File: config.mk
export PLATFORM = sky130hd
export DESIGN_NAME = tl_ul_a_arbiter
export DESIGN_NICKNAME = d
export VERILOG_FILES = /design/src/rtl/tl_ul_a_arbiter.sv
export SDC_FILE = /design/constraint.sdc
export NUM_CORES = 1
export LEC_CHECK = 0
export CORE_AREA = 4 4 146 148
export CTS_BUF_LIST = sky130_fd_sc_hd__clkbuf_2 sky130_fd_sc_hd__clkbuf_4 sky130_fd_sc_hd__clkbuf_8
export DETAILED_ROUTE_END_ITERATION = 12
export DIE_AREA = 0 0 150 152
export GPL_ROUTABILITY_DRIVEN = 0
export GPL_TIMING_DRIVEN = 0
export HOLD_SLACK_MARGIN = 0.12
export PLACE_DENSITY_LB_ADDON = 0.15
export SYNTH_ARGS = -nofsm -noshare
export SYNTH_HDL_FRONTEND = slang
export SYNTH_SLANG_ARGS = --single-unit
File: constraint.sdc
create_clock -name clock -period 2.6 [get_ports clock]
set_input_delay 0.52 -clock clock [delete_from_list [all_inputs] [get_ports clock]]
set_output_delay 0.52 -clock clock [all_outputs]
set_load 0.1 [all_outputs]
File: src/rtl/tl_ul_a_arbiter.sv
// Two-master TileLink-UL arbiter in front of a single slave port.
//
// Purpose:
//   - Round-robin arbitration of A-channel messages, with the grant held for every beat of a
//     multi-beat Put burst.
//   - The master index is prepended to the forwarded source ID. D-channel responses are
//     routed back to the master named by that tag bit.
//   - A global cap on outstanding transactions (MAX_INFLIGHT) stops new requests from issuing
//     while the cap is reached, so downstream never sees a source ID reused.
//
// Ports:
//   clock, reset_n           : clock (rising edge) and asynchronous active-low reset
//   aN_*  (N = 0, 1)         : master A channels (valid/ready handshake plus request fields)
//   a_*                      : slave A channel; fields come from the granted master
//   d_*                      : slave D channel (response from the slave)
//   dN_*  (N = 0, 1)         : master D channels; d_source[SRC_W] selects the target master
//   inflight                 : current outstanding-transaction count, for debug
module tl_ul_a_arbiter #(
    parameter int unsigned ADDR_W       = 32,
    parameter int unsigned DATA_W       = 32,
    parameter int unsigned SIZE_W       = 3,
    parameter int unsigned SRC_W        = 4,
    parameter int unsigned MAX_INFLIGHT = 4
) (
    input  logic                              clock,
    input  logic                              reset_n,
    // master 0 A
    input  logic                              a0_valid,
    output logic                              a0_ready,
    input  logic [2:0]                        a0_opcode,
    input  logic [SIZE_W-1:0]                 a0_size,
    input  logic [SRC_W-1:0]                  a0_source,
    input  logic [ADDR_W-1:0]                 a0_address,
    input  logic [DATA_W/8-1:0]               a0_mask,
    input  logic [DATA_W-1:0]                 a0_data,
    // master 1 A
    input  logic                              a1_valid,
    output logic                              a1_ready,
    input  logic [2:0]                        a1_opcode,
    input  logic [SIZE_W-1:0]                 a1_size,
    input  logic [SRC_W-1:0]                  a1_source,
    input  logic [ADDR_W-1:0]                 a1_address,
    input  logic [DATA_W/8-1:0]               a1_mask,
    input  logic [DATA_W-1:0]                 a1_data,
    // slave A
    output logic                              a_valid,
    input  logic                              a_ready,
    output logic [2:0]                        a_opcode,
    output logic [SIZE_W-1:0]                 a_size,
    output logic [SRC_W:0]                    a_source,
    output logic [ADDR_W-1:0]                 a_address,
    output logic [DATA_W/8-1:0]               a_mask,
    output logic [DATA_W-1:0]                 a_data,
    // slave D
    input  logic                              d_valid,
    output logic                              d_ready,
    input  logic [2:0]                        d_opcode,
    input  logic [SIZE_W-1:0]                 d_size,
    input  logic [SRC_W:0]                    d_source,
    input  logic                              d_denied,
    input  logic [DATA_W-1:0]                 d_data,
    // master 0 D
    output logic                              d0_valid,
    input  logic                              d0_ready,
    output logic [2:0]                        d0_opcode,
    output logic [SIZE_W-1:0]                 d0_size,
    output logic [SRC_W-1:0]                  d0_source,
    output logic                              d0_denied,
    output logic [DATA_W-1:0]                 d0_data,
    // master 1 D
    output logic                              d1_valid,
    input  logic                              d1_ready,
    output logic [2:0]                        d1_opcode,
    output logic [SIZE_W-1:0]                 d1_size,
    output logic [SRC_W-1:0]                  d1_source,
    output logic                              d1_denied,
    output logic [DATA_W-1:0]                 d1_data,
    // debug
    output logic [$clog2(MAX_INFLIGHT+1)-1:0] inflight
);

    localparam int unsigned BEAT_LG = $clog2(DATA_W / 8);
    // Wide enough for the largest burst a SIZE_W-bit size field can describe.
    localparam int unsigned BCNT_W  = 2 ** SIZE_W;
    localparam int unsigned CNT_W   = $clog2(MAX_INFLIGHT + 1);

    typedef enum logic [0:0] {StIdle, StBurst} state_e;

    state_e              state_q, state_d;
    logic                last_grant_q, last_grant_d;
    logic                owner_q, owner_d;
    logic [BCNT_W-1:0]   beats_left_q, beats_left_d;
    logic [BCNT_W-1:0]   d_beats_left_q, d_beats_left_d;
    logic [CNT_W-1:0]    inflight_q, inflight_d;

    // Number of beats in a message: only data-carrying messages larger than one bus word
    // span more than one beat.
    function automatic logic [BCNT_W-1:0] calc_beats(input logic has_data,
                                                     input logic [SIZE_W-1:0] size);
        logic [BCNT_W-1:0] b;
        b = BCNT_W'(1);
        if (has_data && (int'(size) > int'(BEAT_LG))) begin
            b = BCNT_W'(1) << (int'(size) - int'(BEAT_LG));
        end
        return b;
    endfunction

    // ------------------------------------------------------------------ A channel
    logic              sel;
    logic              sel_valid;
    logic              sel_ready;
    logic              cap_full;
    logic              a_open;
    logic              a_fire;
    logic              a_first_fire;
    logic              a_is_put;
    logic [BCNT_W-1:0] a_beats;

    assign cap_full = (inflight_q == CNT_W'(MAX_INFLIGHT));

    always_comb begin
        sel = ~last_grant_q;
        if (state_q == StBurst) begin
            sel = owner_q;
        end else if (a0_valid && !a1_valid) begin
            sel = 1'b0;
        end else if (a1_valid && !a0_valid) begin
            sel = 1'b1;
        end
    end

    // A burst in progress is already counted, so the cap only gates new messages.
    assign a_open    = (state_q == StBurst) || !cap_full;
    assign sel_valid = sel ? a1_valid : a0_valid;
    // Reset gating keeps every handshake output low while reset is held.
    assign a_valid   = reset_n & sel_valid & a_open;
    assign sel_ready = reset_n & a_ready & a_open;
    assign a0_ready  = sel_ready & ~sel;
    assign a1_ready  = sel_ready & sel;

    assign a_opcode  = sel ? a1_opcode  : a0_opcode;
    assign a_size    = sel ? a1_size    : a0_size;
    assign a_source  = {sel, (sel ? a1_source : a0_source)};
    assign a_address = sel ? a1_address : a0_address;
    assign a_mask    = sel ? a1_mask    : a0_mask;
    assign a_data    = sel ? a1_data    : a0_data;

    assign a_fire       = a_valid & a_ready;
    assign a_first_fire = a_fire & (state_q == StIdle);
    assign a_is_put     = (a_opcode == 3'd0) || (a_opcode == 3'd1);
    assign a_beats      = calc_beats(a_is_put, a_size);

    always_comb begin
        state_d      = state_q;
        last_grant_d = last_grant_q;
        owner_d      = owner_q;
        beats_left_d = beats_left_q;
        unique case (state_q)
            StIdle: begin
                if (a_fire) begin
                    last_grant_d = sel;
                    if (a_beats > BCNT_W'(1)) begin
                        owner_d      = sel;
                        beats_left_d = a_beats - BCNT_W'(1);
                        state_d      = StBurst;
                    end
                end
            end
            StBurst: begin
                if (a_fire) begin
                    beats_left_d = beats_left_q - BCNT_W'(1);
                    if (beats_left_q == BCNT_W'(1)) begin
                        state_d = StIdle;
                    end
                end
            end
            default: state_d = StIdle;
        endcase
    end

    // ------------------------------------------------------------------ D channel
    logic              d_tgt;
    logic              d_fire;
    logic              d_first;
    logic              d_last;
    logic              d_dec;
    logic [BCNT_W-1:0] d_beats;

    assign d_tgt     = d_source[SRC_W];
    assign d0_valid  = reset_n & d_valid & ~d_tgt;
    assign d1_valid  = reset_n & d_valid & d_tgt;
    assign d_ready   = reset_n & (d_tgt ? d1_ready : d0_ready);

    assign d0_opcode = d_opcode;
    assign d0_size   = d_size;
    assign d0_source = d_source[SRC_W-1:0];
    assign d0_denied = d_denied;
    assign d0_data   = d_data;
    assign d1_opcode = d_opcode;
    assign d1_size   = d_size;
    assign d1_source = d_source[SRC_W-1:0];
    assign d1_denied = d_denied;
    assign d1_data   = d_data;

    assign d_fire  = d_valid & d_ready;
    // A zero beat counter means the next D beat starts a new response.
    assign d_first = (d_beats_left_q == '0);
    assign d_beats = calc_beats(d_opcode == 3'd1, d_size);
    assign d_last  = d_first ? (d_beats == BCNT_W'(1)) : (d_beats_left_q == BCNT_W'(1));
    // Completions with nothing outstanding (e.g. after a reset) are not counted.
    assign d_dec   = d_fire & d_last & (inflight_q != '0);

    always_comb begin
        d_beats_left_d = d_beats_left_q;
        if (d_fire) begin
            d_beats_left_d = d_first ? (d_beats - BCNT_W'(1))
                                     : (d_beats_left_q - BCNT_W'(1));
        end
    end

    // A new message never fires while the cap is reached, so the count cannot overflow.
    always_comb begin
        inflight_d = inflight_q;
        unique case ({a_first_fire, d_dec})
            2'b10:   inflight_d = inflight_q + CNT_W'(1);
            2'b01:   inflight_d = inflight_q - CNT_W'(1);
            default: inflight_d = inflight_q;
        endcase
    end

    assign inflight = inflight_q;

    // ------------------------------------------------------------------ state
    always_ff @(posedge clock or negedge reset_n) begin
        if (!reset_n) begin
            state_q        <= StIdle;
            last_grant_q   <= 1'b1;
            owner_q        <= 1'b0;
            beats_left_q   <= '0;
            d_beats_left_q <= '0;
            inflight_q     <= '0;
        end else begin
            state_q        <= state_d;
            last_grant_q   <= last_grant_d;
            owner_q        <= owner_d;
            beats_left_q   <= beats_left_d;
            d_beats_left_q <= d_beats_left_d;
            inflight_q     <= inflight_d;
        end
    end

endmodule

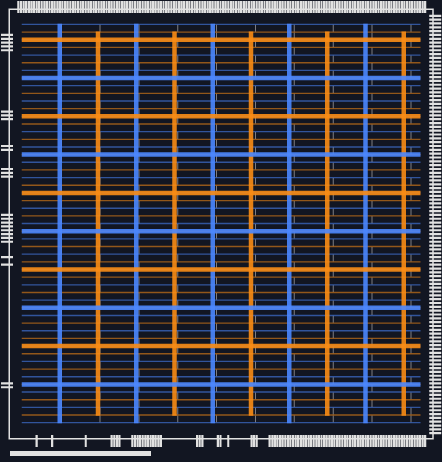
pdn.png
Scale bar: 50 um. Pins as bars on the die edge. Tap cells in grey.
colour	net
orange	VDD
blue	VSS
met5 straps	10
met1 rails	53
tap cells	270
met4 straps	10
rows	52
Std-Cell Core Area: 20000 sq um
height of the chip: 152 um
Die X-Extent: 150 um
largest vdd supply drop: 0.355 mV

==> deck_impl_summary.md <==
Run Summary

Setup path
  • Kind of cell adding the most delay to the critical path: buffers and inverters
  • Worst-case reg-to-reg path depth: 13
  • Slack of the worst reg-to-reg path: 0.11 ns
  • Reg2reg start: state_q
  • Worst setup path endpoint: d1_opcode[0]
  • Number of buffer and inverter instances along the worst setup path: 3
  • Worst endpoint required time: 2.08 ns
  • Worst setup path startpoint: d_opcode[0]
  • Critical Setup Path Class: input pin to output port
  • Endpoint kind of the worst setup timing path: output port
  • WP depth: 3
  • Setup crit start kind: input pin
  • Max stage delay cell, worst path: sky130_fd_sc_hd__clkdlybuf4s50_1
  • Max FO, Critical Path: 4
  • Reg-to-reg critical path endpoint: beats_left_q[5]
  • Delay of the slowest cell on the worst path: 1.12 ns
  • CP cell instances: dlygate4sd2_1 -> buf_4 -> clkdlybuf4s50_1
  • Worst Path Arrival: 2.02 ns

Final layout
  • Top Layout Cells: 235 x sky130_fd_sc_hd__clkdlybuf4s50_1, 180 x sky130_fd_sc_hd__nand2_1, 126 x sky130_fd_sc_hd__buf_4, 72 x sky130_fd_sc_hd__nand2_2, 43 x sky130_fd_sc_hd__buf_6
  • Number of cells in the finished layout apart from fillers: 1227
  • Post-layout instance area: 8510 sq um
  • Layout overhead on the synthesized area: 140%
  • Layout net count: 1175
  • Leading cell type in the layout, fill and taps excluded: sky130_fd_sc_hd__clkdlybuf4s50_1
  • Fraction of layout cells with a size suffix above 1: 0.371

Detailed routing
  • Wirelength, routed: 22.4 mm
  • Post-detailed-route DRC marker count: 0
  • WL/cell: 18.3 um
  • Routed vias: 5060
  • Starting DRT DRC Count: 198
  • First-pass DRT Iterations: 5
  • Via density: 4.12
  • Post-DRT Antenna Nets: 0

Place
  • Post-detailed-placement cell area: 7670 sq um
  • Cell count after placement: 1194
  • Post-DP HPWL: 19.0 mm
  • PortBufs: 344

Power
  • Power share of the combinational group: 0.888
  • Total power density per cell area: 1040 nW/um^2
  • Share of total power in sequential cells: 0.076
  • Power share of the clock group: 0.037
  • P_sw: 5.79 mW
  • Switching portion of total power: 0.657
  • Leakage: 3.86 nW
  • Internal portion of total power: 3.03 mW

Synthesis
  • Number of nets at floorplan: 800
  • Cell area after synthesis: 3540 sq um
  • Synthesized-area fraction occupied by adder cells: 0.0445
  • Warning count from the yosys run: 0
  • Leading cell type by number of instances after synthesis: sky130_fd_sc_hd__nand2_1
  • Main kind of combinational logic by area: simple AND/OR/NAND/NOR gates
  • Count of library flops with an enable pin: 0
  • Post-synthesis register bit count: 22
  • Synth top area share: 0.270
  • Most frequent cells after synthesis: 255 x sky130_fd_sc_hd__nand2_1, 88 x sky130_fd_sc_hd__buf_4, 22 x sky130_fd_sc_hd__nor2_1, 21 x sky130_fd_sc_hd__dfrtp_1, 18 x sky130_fd_sc_hd__a21oi_1
  • Post-Synth AOI/OAI Area: 0.138
  • Count of mapped cells out of synthesis: 580
  • Share of flip-flops with an asynchronous set or reset after synthesis: 1.00
  • Proportion of synthesized chip area in sequential cells: 0.156
  • Number of cells in Yosys stat: 580
  • Top area cells in the synthesized netlist: sky130_fd_sc_hd__nand2_1 27%, sky130_fd_sc_hd__buf_4 19%, sky130_fd_sc_hd__dfrtp_1 15%, sky130_fd_sc_hd__ha_1 3.9%, sky130_fd_sc_hd__a21oi_1 2.5%
  • Synth mux share: 0.0152
  • Area reported by Yosys stat: 3540 sq um
  • Yosys top cell by area: sky130_fd_sc_hd__nand2_1
  • Post-synthesis area per instance: 6.10 sq um
  • Yosys cell types: 66
  • Most instantiated flip-flop cell in the synthesis netlist: sky130_fd_sc_hd__dfrtp_1
  • Simple share: 0.408
  • Synthesized-area fraction occupied by xor and xnor cells: 0.00990

CTS
  • Clk ins delay skew pair: 0.27 ns
  • # clock sinks: 22
  • TritonCTS clock tree: done
  • Post-CTS Repair Setup Buffers: 14
  • Num CTS Buffers: 3
  • Root Buffer Master: sky130_fd_sc_hd__clkbuf_8
  • Clock slew at reported path FFs: 0.09 ns
  • Maximum clock path buffer count: 2
  • H-tree levels: 1
  • Cts hold-fix bufs: 0
  • Count of cells resized by post-cts repair: 690

Timing
  • Max_slew headroom: 0.313
  • Transition time at the pin with the least slew margin: 1.03 ns
  • Final Critical Period: 2.54 ns
  • Final setup vio count: 0
  • Fraction of the cycle the final worst path needs: 0.979
  • Post-route worst hold slack: 0.152 ns
  • Final worst clock skew: 0.0122 ns
  • Total count of hold-check failures in the final report: 0
  • Unrepaired setup endpoints after global routing: true
  • Peak clock frequency supported by timing: 0.393 GHz
  • Final number of max-transition violations: 0

Global route
  • First-pass GRT wire length: 32.7 mm
  • Final global-route overflow total: 0
  • Via count of the first global-routing pass: 5013
  • Total global routing track utilization: 0.185
  • Number of antenna violations at the first check in global routing: 6
  • Maximum number of pins on one net before global-route repair: 28

Floorplan
  • Starting density of the core: 0.177
  • Die footprint: 22800 sq um
  • IO Count: 382

Flow run
  • Stage-log warning count: 34
  • Number of max-cap violations: 0

Status
  • Status: finished clean

Worst hold path
  • Worst min-delay path class: input pin to asynchronous set/reset pin
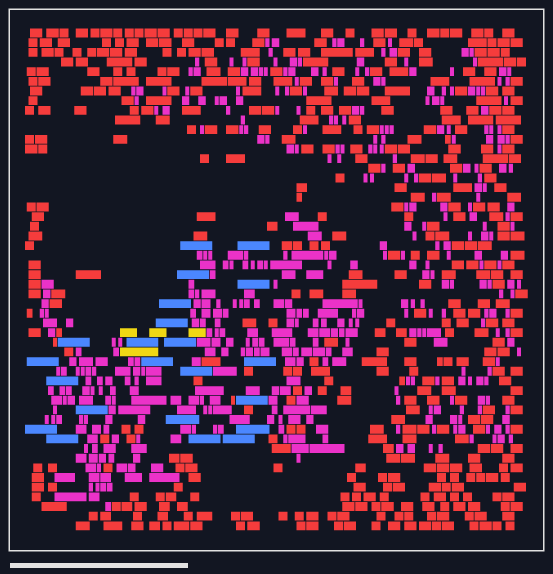
cell_classes.png
Scale bar: 50 um.
colour	class	cells	share of their area
magenta	all other logic	448	34%
red	other buffers and delay cells	480	59%
blue	flip-flops	22	6.8%
yellow	clock drivers and dummy loads	4	0.87%
Finished Core Util: 0.425
Rows: 52

-- through the flow --
| step | TNS, ns | worst slack [ns] | power [mW] |
|---|---|---|---|
| 6_report | 0 | 0.0553 | 8.82 |
| 4_1_cts | -0.0143 | -0.0143 | 8.58 |
| 2_1_floorplan | -0.109 | -0.0884 | 5.87 |
| 5_1_grt | -0.105 | -0.0446 | 9.20 |
| 3_3_place_gp | -156.24 | -1.91 | 7.73 |
| 3_5_place_dp | -154.75 | -1.89 | 7.72 |
-- state kept, by name (all words and copies together) (netlist names) --
name / count
owner_q: 1
state_q: 1
inflight: 3
last_grant_q: 1
d_beats_left_q: 8
beats_left_q: 8
-- per-layer routing --
metal,vias to the layer above,track usage,part of all wire
li1,2565,-,-
met4,6,0.0253,0.010
met2,179,0.326,0.49
met3,18,0.0500,0.080
met1,2292,0.231,0.41
met5,-,0,0.0018
-- cells by family after synthesis --
| kind of cell | after synthesis |
|---|---|
| adders and majority gates | 12 |
| and+or+nand+nor | 339 |
| AOI/OAI and AO/OA | 72 |
| muxes | 5 |
| xor gates and xnor gates | 4 |
| DFF | 22 |
| buffers and inverters | 126 |
-- power groups by stage --
| stage | combinational [mW] | clock, mW | sequential (mW) |
|---|---|---|---|
| floorplan | 5.14 | 0 | 0.731 |
| global placement | 7.08 | 0 | 0.655 |
| detailed placement | 7.07 | 0 | 0.653 |
| CTS | 7.59 | 0.334 | 0.653 |
| global route | 8.16 | 0.347 | 0.696 |
| finish | 7.83 | 0.323 | 0.668 |
-- final cells by class --
cell class,count,area (sq um)
fillers,2129,11500
repair buffers,374,3970
multi-input cells,432,2640
plain buffers,106,831
flip-flops and latches,22,553
well taps,270,338
inverters,16,97.6
clock buffers,3,41.3
clock inverters,1,30.0
diodes,3,7.51
Power figures rest on the tool's default switching activity, not on a simulated workload.
